Fig. 1: run 1, metal 1
Scale bar: 50 um.
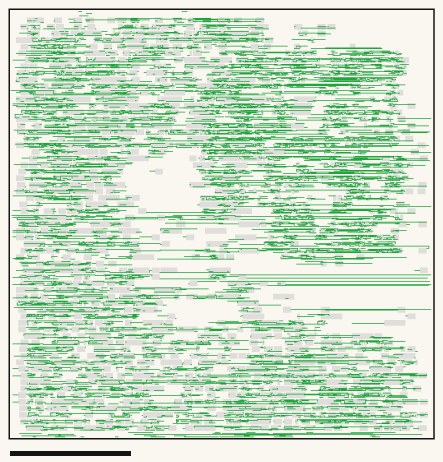
Fig. 2: run 1, M2 wires
Scale bar: 50 um.
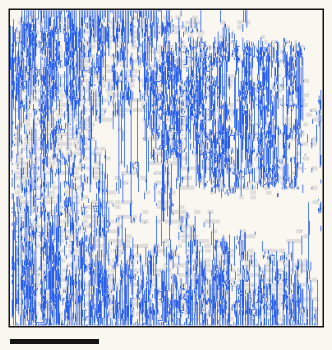
Fig. 3: run 1, M3 wires
Scale bar: 50 um.
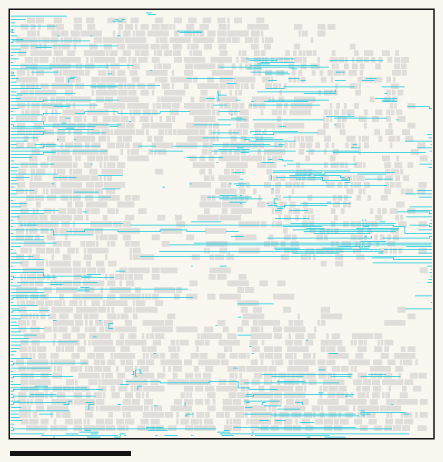
`src/rtl/ibex_vec_pkg.sv`:
```
`default_nettype none
// ============================================================================
// Module  : ibex_vec_pkg
// Brief   : Shared vector-unit types, constants and the register-group mask
//           helper used by writeback arbitration, scoreboard and decode.
// Revision: 1.0 - initial release
// ============================================================================
package ibex_vec_pkg;

    // Architectural sizes of the vector register file
    localparam int unsigned NREG   = 32;
    localparam int unsigned DATA_W = 128;

    // Register group multiplier encodings; remaining codes are illegal
    typedef enum logic [2:0] {
        VLMUL_1 = 3'b000,
        VLMUL_2 = 3'b001,
        VLMUL_4 = 3'b010
    } vlmul_e;

    // Selected element width encodings
    typedef enum logic [1:0] {
        VSEW_8  = 2'b00,
        VSEW_16 = 2'b01,
        VSEW_32 = 2'b10,
        VSEW_64 = 2'b11
    } vsew_e;

    // One-hot set of registers covered by the group that contains addr.
    // Register 0 is never tracked, so its bit is always cleared.
    function automatic logic [NREG-1:0] vreg_group_mask(
        input logic [4:0] addr,
        input logic [2:0] vlmul
    );
        logic [NREG-1:0] m;
        m = '0;
        case (vlmul)
            VLMUL_1: begin
                m[addr] = 1'b1;
            end
            VLMUL_2: begin
                m[{addr[4:1], 1'b0}] = 1'b1;
                m[{addr[4:1], 1'b1}] = 1'b1;
            end
            VLMUL_4: begin
                m[{addr[4:2], 2'b00}] = 1'b1;
                m[{addr[4:2], 2'b01}] = 1'b1;
                m[{addr[4:2], 2'b10}] = 1'b1;
                m[{addr[4:2], 2'b11}] = 1'b1;
            end
            default: begin
                m = '0;
            end
        endcase
        m[0] = 1'b0;
        return m;
    endfunction

endpackage
`default_nettype wire

```
`src/rtl/ibex_vrf_scoreboard.sv`:
```
`default_nettype none
// ============================================================================
// Module  : ibex_vrf_scoreboard
// Brief   : Pending-write tracker over vector register groups. Sets groups
//           at issue, clears them at write commit, and reports WAW blocking
//           and RAW hazards on up to three read ports.
// Revision: 1.0 - initial release
// ============================================================================
module ibex_vrf_scoreboard
    import ibex_vec_pkg::*;
#(
    parameter int unsigned NREG_P = ibex_vec_pkg::NREG
) (
    input  logic        clk_i,
    input  logic        rstn_i,
    input  logic [2:0]  vlmul_i,
    input  logic        issue_valid_i,
    input  logic [4:0]  issue_waddr_i,
    output logic        issue_ready_o,
    input  logic        clr_en_i,
    input  logic [4:0]  clr_addr_i,
    input  logic [4:0]  raddr_a_i,
    input  logic [4:0]  raddr_b_i,
    input  logic [4:0]  raddr_c_i,
    input  logic [2:0]  rd_en_i,
    output logic        hazard_o
);

    logic [NREG_P-1:0] r_pending;
    logic [NREG_P-1:0] w_issue_mask;
    logic [NREG_P-1:0] w_set_mask;
    logic [NREG_P-1:0] w_clr_mask;
    logic              w_issue_ready;
    logic [4:0]        w_raddr [3];
    logic [2:0]        w_port_hit;

    assign w_raddr[0] = raddr_a_i;
    assign w_raddr[1] = raddr_b_i;
    assign w_raddr[2] = raddr_c_i;

    // Issue is blocked while any register of its destination group is pending
    always_comb begin
        w_issue_mask  = vreg_group_mask(issue_waddr_i, vlmul_i);
        w_issue_ready = ((w_issue_mask & r_pending) == '0);
        w_set_mask    = (issue_valid_i && w_issue_ready) ? w_issue_mask : '0;
        w_clr_mask    = clr_en_i ? vreg_group_mask(clr_addr_i, vlmul_i) : '0;
    end

    // Clear first, then set, so a same-cycle issue keeps its bits pending
    always_ff @(posedge clk_i or negedge rstn_i) begin
        if (!rstn_i) begin
            r_pending <= '0;
        end else begin
            r_pending <= (r_pending & ~w_clr_mask) | w_set_mask;
        end
    end

    // Per read port: enabled source overlapping a pending group
    generate
        for (genvar p = 0; p < 3; p++) begin : g_rd_port
            assign w_port_hit[p] = rd_en_i[p] &&
                                   (|(vreg_group_mask(w_raddr[p], vlmul_i) & r_pending));
        end
    endgenerate

    assign issue_ready_o = w_issue_ready;
    assign hazard_o      = |w_port_hit;

    // Group masks are only meaningful if vlmul is stable while writes are pending
    a_vlmul_stable: assert property (
        @(posedge clk_i) disable iff (!rstn_i)
        (r_pending != '0) |-> $stable(vlmul_i)
    );

endmodule
`default_nettype wire

```
`src/rtl/ibex_vrf_wb_arbiter.sv`:
```
`default_nettype none
// ============================================================================
// Module  : ibex_vrf_wb_arbiter
// Brief   : Shares the vector register file write port between the vector
//           ALU and the vector load unit (round-robin or load-priority), with
//           a single registered output stage and a pending-write scoreboard.
// Revision: 1.0 - initial release
// ============================================================================
module ibex_vrf_wb_arbiter
    import ibex_vec_pkg::*;
#(
    parameter int unsigned DATA_W   = ibex_vec_pkg::DATA_W,
    parameter int unsigned NREG     = ibex_vec_pkg::NREG,
    parameter int unsigned LSU_PRIO = 0
) (
    input  logic              clk_i,
    input  logic              rstn_i,
    input  logic [2:0]        vlmul_i,
    // ALU writeback request
    input  logic              alu_valid_i,
    output logic              alu_ready_o,
    input  logic [DATA_W-1:0] alu_wdata_i,
    input  logic [4:0]        alu_waddr_i,
    input  logic [3:0]        alu_wnum_i,
    // Load unit writeback request
    input  logic              lsu_valid_i,
    output logic              lsu_ready_o,
    input  logic [DATA_W-1:0] lsu_wdata_i,
    input  logic [4:0]        lsu_waddr_i,
    // Register file write port
    output logic              v_we_o,
    output logic [DATA_W-1:0] v_wdata_o,
    output logic [4:0]        v_waddr_o,
    output logic [3:0]        v_wnum_o,
    output logic              v_load_en_o,
    // Decode interface
    input  logic              issue_valid_i,
    input  logic [4:0]        issue_waddr_i,
    output logic              issue_ready_o,
    input  logic [4:0]        raddr_a_i,
    input  logic [4:0]        raddr_b_i,
    input  logic [4:0]        raddr_c_i,
    input  logic [2:0]        rd_en_i,
    output logic              hazard_o
);

    localparam logic [3:0] c_WNUM_FULL = 4'b1111;
    localparam logic       c_LSU_PRIO  = (LSU_PRIO != 0);

    logic              r_rr_lsu;     // 1: load unit wins the next conflict
    logic              r_we;
    logic [DATA_W-1:0] r_wdata;
    logic [4:0]        r_waddr;
    logic [3:0]        r_wnum;
    logic              r_load_en;

    logic              w_conflict;
    logic              w_lsu_wins;
    logic              w_gnt_alu;
    logic              w_gnt_lsu;
    logic              w_accept;
    logic [4:0]        w_sel_addr;

    // Grant is purely a function of the current requests and the pointer
    always_comb begin
        w_conflict = alu_valid_i && lsu_valid_i;
        w_lsu_wins = c_LSU_PRIO || r_rr_lsu;
        w_gnt_alu  = alu_valid_i && !(lsu_valid_i && w_lsu_wins);
        w_gnt_lsu  = lsu_valid_i && !w_gnt_alu;
        w_accept   = w_gnt_alu || w_gnt_lsu;
        w_sel_addr = w_gnt_lsu ? lsu_waddr_i : alu_waddr_i;
    end

    assign alu_ready_o = w_gnt_alu;
    assign lsu_ready_o = w_gnt_lsu;

    // Pointer moves only when a conflict is resolved: loser of this one wins next
    always_ff @(posedge clk_i or negedge rstn_i) begin
        if (!rstn_i) begin
            r_rr_lsu <= 1'b0;
        end else if (w_conflict) begin
            r_rr_lsu <= w_gnt_alu;
        end
    end

    // Output stage: capture the granted payload; writes to v0 are swallowed
    always_ff @(posedge clk_i or negedge rstn_i) begin
        if (!rstn_i) begin
            r_we      <= 1'b0;
            r_wdata   <= '0;
            r_waddr   <= '0;
            r_wnum    <= '0;
            r_load_en <= 1'b0;
        end else if (w_accept) begin
            r_we      <= (w_sel_addr != 5'd0);
            r_waddr   <= w_sel_addr;
            r_wdata   <= w_gnt_lsu ? lsu_wdata_i : alu_wdata_i;
            r_wnum    <= w_gnt_lsu ? c_WNUM_FULL : alu_wnum_i;
            r_load_en <= w_gnt_lsu;
        end else begin
            r_we      <= 1'b0;
        end
    end

    assign v_we_o      = r_we;
    assign v_wdata_o   = r_wdata;
    assign v_waddr_o   = r_waddr;
    assign v_wnum_o    = r_wnum;
    assign v_load_en_o = r_load_en;

    // Pending groups are released when the write actually reaches the file
    ibex_vrf_scoreboard #(
        .NREG_P        (NREG)
    ) u_scoreboard (
        .clk_i         (clk_i),
        .rstn_i        (rstn_i),
        .vlmul_i       (vlmul_i),
        .issue_valid_i (issue_valid_i),
        .issue_waddr_i (issue_waddr_i),
        .issue_ready_o (issue_ready_o),
        .clr_en_i      (r_we),
        .clr_addr_i    (r_waddr),
        .raddr_a_i     (raddr_a_i),
        .raddr_b_i     (raddr_b_i),
        .raddr_c_i     (raddr_c_i),
        .rd_en_i       (rd_en_i),
        .hazard_o      (hazard_o)
    );

endmodule
`default_nettype wire

```
`config.mk`:
```
export PLATFORM = sky130hd
export DESIGN_NAME = ibex_vrf_wb_arbiter
export DESIGN_NICKNAME = d
export VERILOG_FILES = /design/src/rtl/ibex_vec_pkg.sv /design/src/rtl/ibex_vrf_scoreboard.sv /design/src/rtl/ibex_vrf_wb_arbiter.sv
export SDC_FILE = /design/constraint.sdc
export NUM_CORES = 1
export LEC_CHECK = 0
export CAP_MARGIN = 20
export CORE_AREA = 2 2 173 175
export CTS_CLUSTER_DIAMETER = 200
export CTS_CLUSTER_SIZE = 30
export DETAILED_ROUTE_END_ITERATION = 10
export DIE_AREA = 0 0 175 177
export PLACE_DENSITY = 0.73
export SYNTH_ARGS = -nofsm -noshare
export SYNTH_HDL_FRONTEND = slang
export SYNTH_SLANG_ARGS = --single-unit
```
`constraint.sdc`:
```
create_clock -name clk_i -period 4.5 [get_ports clk_i]
set_input_delay 0.45 -clock clk_i [delete_from_list [all_inputs] [get_ports clk_i]]
set_output_delay 0.45 -clock clk_i [all_outputs]
set_load 0.01 [all_outputs]
```
==> flow_metrics.py, run 1 <==
# Metrics from the implementation run
metrics = {
    "drt": {
        "post_drt_wl_per_cell_um": 24.4,
        "drtIter0Drc": 1213,
        "ant_nets": 0,
        "drc_errors": 0,
        "vias_per_cell": 5.86,
    },
    "synth": {
        "synth_area_sq_um": 10800,
        "ys_seq_share_pct": 39.5,
        "ys_types": 65,
        "largest_area_cell": "dfrtp_1",
        "async_reset_ff_share_pct": 100,
        "ys.flops": 171,
    },
    "clock_network": {
        "cts.sinks": 171,
        "clkTransAtPathRegs_ns": 0.08,
        "cts-root-buf": "clkbuf_16",
    },
    "grt": {
        "track_usage_pct": 31.7,
    },
    "power": {
        "peakVddDrop_mv": 0.305,
        "p_total_mw": 6.95,
        "clkPwrFrac_pct": 22.2,
    },
    "timing": {
        "finalSetupTns_ns": 0,
    },
    "critical_path": {
        "r2r-end": "u_scoreboard.r_pending[26]",
        "crit_top_cell": "clkdlybuf4s50_1",
        "slowest_delay_ns": 0.83,
        "setup.worst_path.end": "hazard_o",
        "cp_top_family": "buffers and inverters",
        "path_max_fanout": 16,
    },
    "layout": {
        "nonClkBufAreaFrac_pct": 29.0,
        "signal_buffers": 473,
        "final_cells": 2046,
        "final_cell_area_sq_um": 16300,
        "seq_share_pct": 26.3,
        "non_clock_inverter_count": 17,
    },
    "place": {
        "dp_slack_ns": 0.597,
    },
    "outcome": {
        "outcome": "finished clean",
    },
    "floorplan": {
        "io_pins": 444,
    },
}
-- Fig. 1 (at the start) --
- longest straight run: 119 um
- nets with wire on the layer: 1736
- main direction: horizontal
- wire length on this layer: 18900 um
- share of all routed wire: 38%
Routed WL: 49900 um
GR Util met1: 37.6%
via count: 12000

-- Fig. 2 (at the start) --
- main direction: vertical
- longest straight run: 75.5 um
grt met2 use: 49.8%

-- Fig. 3 (at the start) --
- wire length on this layer: 5490 um
- share of all routed wire: 11%
GR Util met3: 12.8%

-- run 1: cell families after synthesis --
kind of cell | count (synthesis) | share of synthesized area [%]
simple gates | 435 | 17.4
compound gates | 346 | 21.0
flops | 171 | 39.5
mux | 170 | 17.5
buf+inv | 120 | 4.42
xor+xnor | 1 | 0.0808
-- run 1: power groups by stage --
stage	sequential (mW)	combinational (mW)	clock, mW
final	2.54	2.87	1.54
after global routing	2.56	3.07	1.63
after CTS	2.50	2.85	1.57
after detailed placement	2.53	2.83	0
after global placement	2.51	2.81	0
after floorplan	2.42	1.26	0
-- run 1: layer usage --
metal	vias up	part of all wire, %	global-route usage (%)
met4	2	4.6	15.9
met2	632	46	49.8
met3	127	11	12.8
li1	5384	-	-
met5	-	0.026	1.92
met1	5835	38	37.6
==> run 1 -> run 2 <==
- CTS_CLUSTER_SIZE: 30 -> 24
Fig. 4: run 2, metal 4
Scale bar: 50 um.
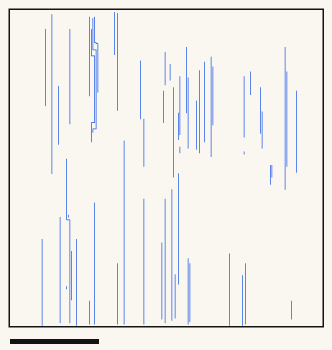
- wire length on this layer: 2320 um
- nets with wire on the layer: 50
- main direction: vertical

==> flow_metrics.py, run 2 <==
# Metrics from the implementation run
metrics = {
    "drt": {
        "vias": 12000,
        "vias_per_cell": 5.86,
        "wl_met2_um": 23200,
        "drc_errors": 0,
        "met1_length_um": 18900,
        "drtIter0Drc": 1213,
        "top_layer": "met5",
        "wirelength_um": 49900,
        "wl_met3_um": 5490,
    },
    "synth": {
        "ys_seq_share_pct": 39.5,
        "ys.flops": 171,
        "logic_family": "AND-OR/OR-AND gates",
        "mux_share_pct": 17.5,
        "synthXorXnorAreaFrac_pct": 0.0808,
        "synthAoiAreaFrac_pct": 21.0,
        "largest_area_cell": "dfrtp_1",
        "async_reset_ff_share_pct": 100,
        "ys_types": 65,
        "ys_sh_adder_pct": 0,
        "syn_nets": 1544,
        "synth_area_sq_um": 10800,
        "ys_sh_simple_pct": 17.4,
    },
    "grt": {
        "antenna_found_initial": 12,
        "met1_usage_pct": 37.6,
        "met2_usage_pct": 49.8,
        "met3_usage_pct": 12.8,
    },
    "layout": {
        "final_cell_area_sq_um": 16300,
        "clk_share_pct": 3.68,
        "seq_share_pct": 26.3,
        "nonClkBufAreaFrac_pct": 29.0,
        "signal_buffers": 473,
        "non_clock_inverter_count": 17,
    },
    "clock_network": {
        "clock.latency.late_pin_ns": 0.44,
        "cts-root-buf": "clkbuf_16",
        "cts.sinks": 171,
        "clkTransAtPathRegs_ns": 0.08,
    },
    "critical_path": {
        "setup.worst_path.end": "hazard_o",
        "crit_top_cell": "clkdlybuf4s50_1",
        "critical_path_cell_count": 10,
        "endpoint_kind": "output port",
        "path_max_fanout": 16,
        "r2r_cells": 7,
        "slowest_delay_ns": 0.83,
    },
    "timing": {
        "max_freq_ghz": 0.248,
    },
    "power": {
        "peakVddDrop_mv": 0.305,
        "p_total_mw": 6.95,
    },
    "outcome": {
        "outcome": "finished clean",
    },
    "floorplan": {
        "io_pins": 444,
    },
}
Fig. 5: run 2, track usage over the die
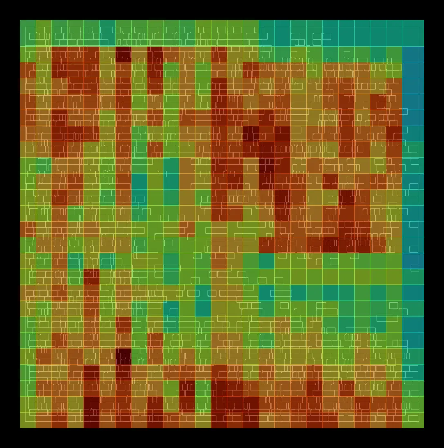
drt wl/cell: 24.4 um
busiest grt layer: met2
GRT Overall Usage: 31.7%
Final Util: 55.6%

## run 2: cell counts after synthesis
Identical to the previous run, type by type.
## run 2: repair_timing
item / in CTS / in global routing
hold buffers: 0 / 1
buffers inserted: 0 / 0
resized: 0 / 0
hold endpoints to repair: 0 / 24
## run 2: report_power, final
group / internal, mW / switching (mW)
Sequential: 1.96 / 0.576
Clock: 0.847 / 0.697
Combinational: 1.44 / 1.43
Total: 4.25 / 2.70
## run 2: per-stage QoR
stage               setup slack (ns)  hold slack (ns)  std cells  util (%)
finish                         0.476            0.439       2046      55.6
global route                   0.426            0.445       2043      55.6
CTS                            0.617            0.183       2033      55.4
detailed placement             0.597            0.493       2001      53.3
global placement               0.584            0.475       2001      53.3
floorplan                       1.99            0.154       1243         -
No activity file was given, so power comes from the tool's default toggle rates.
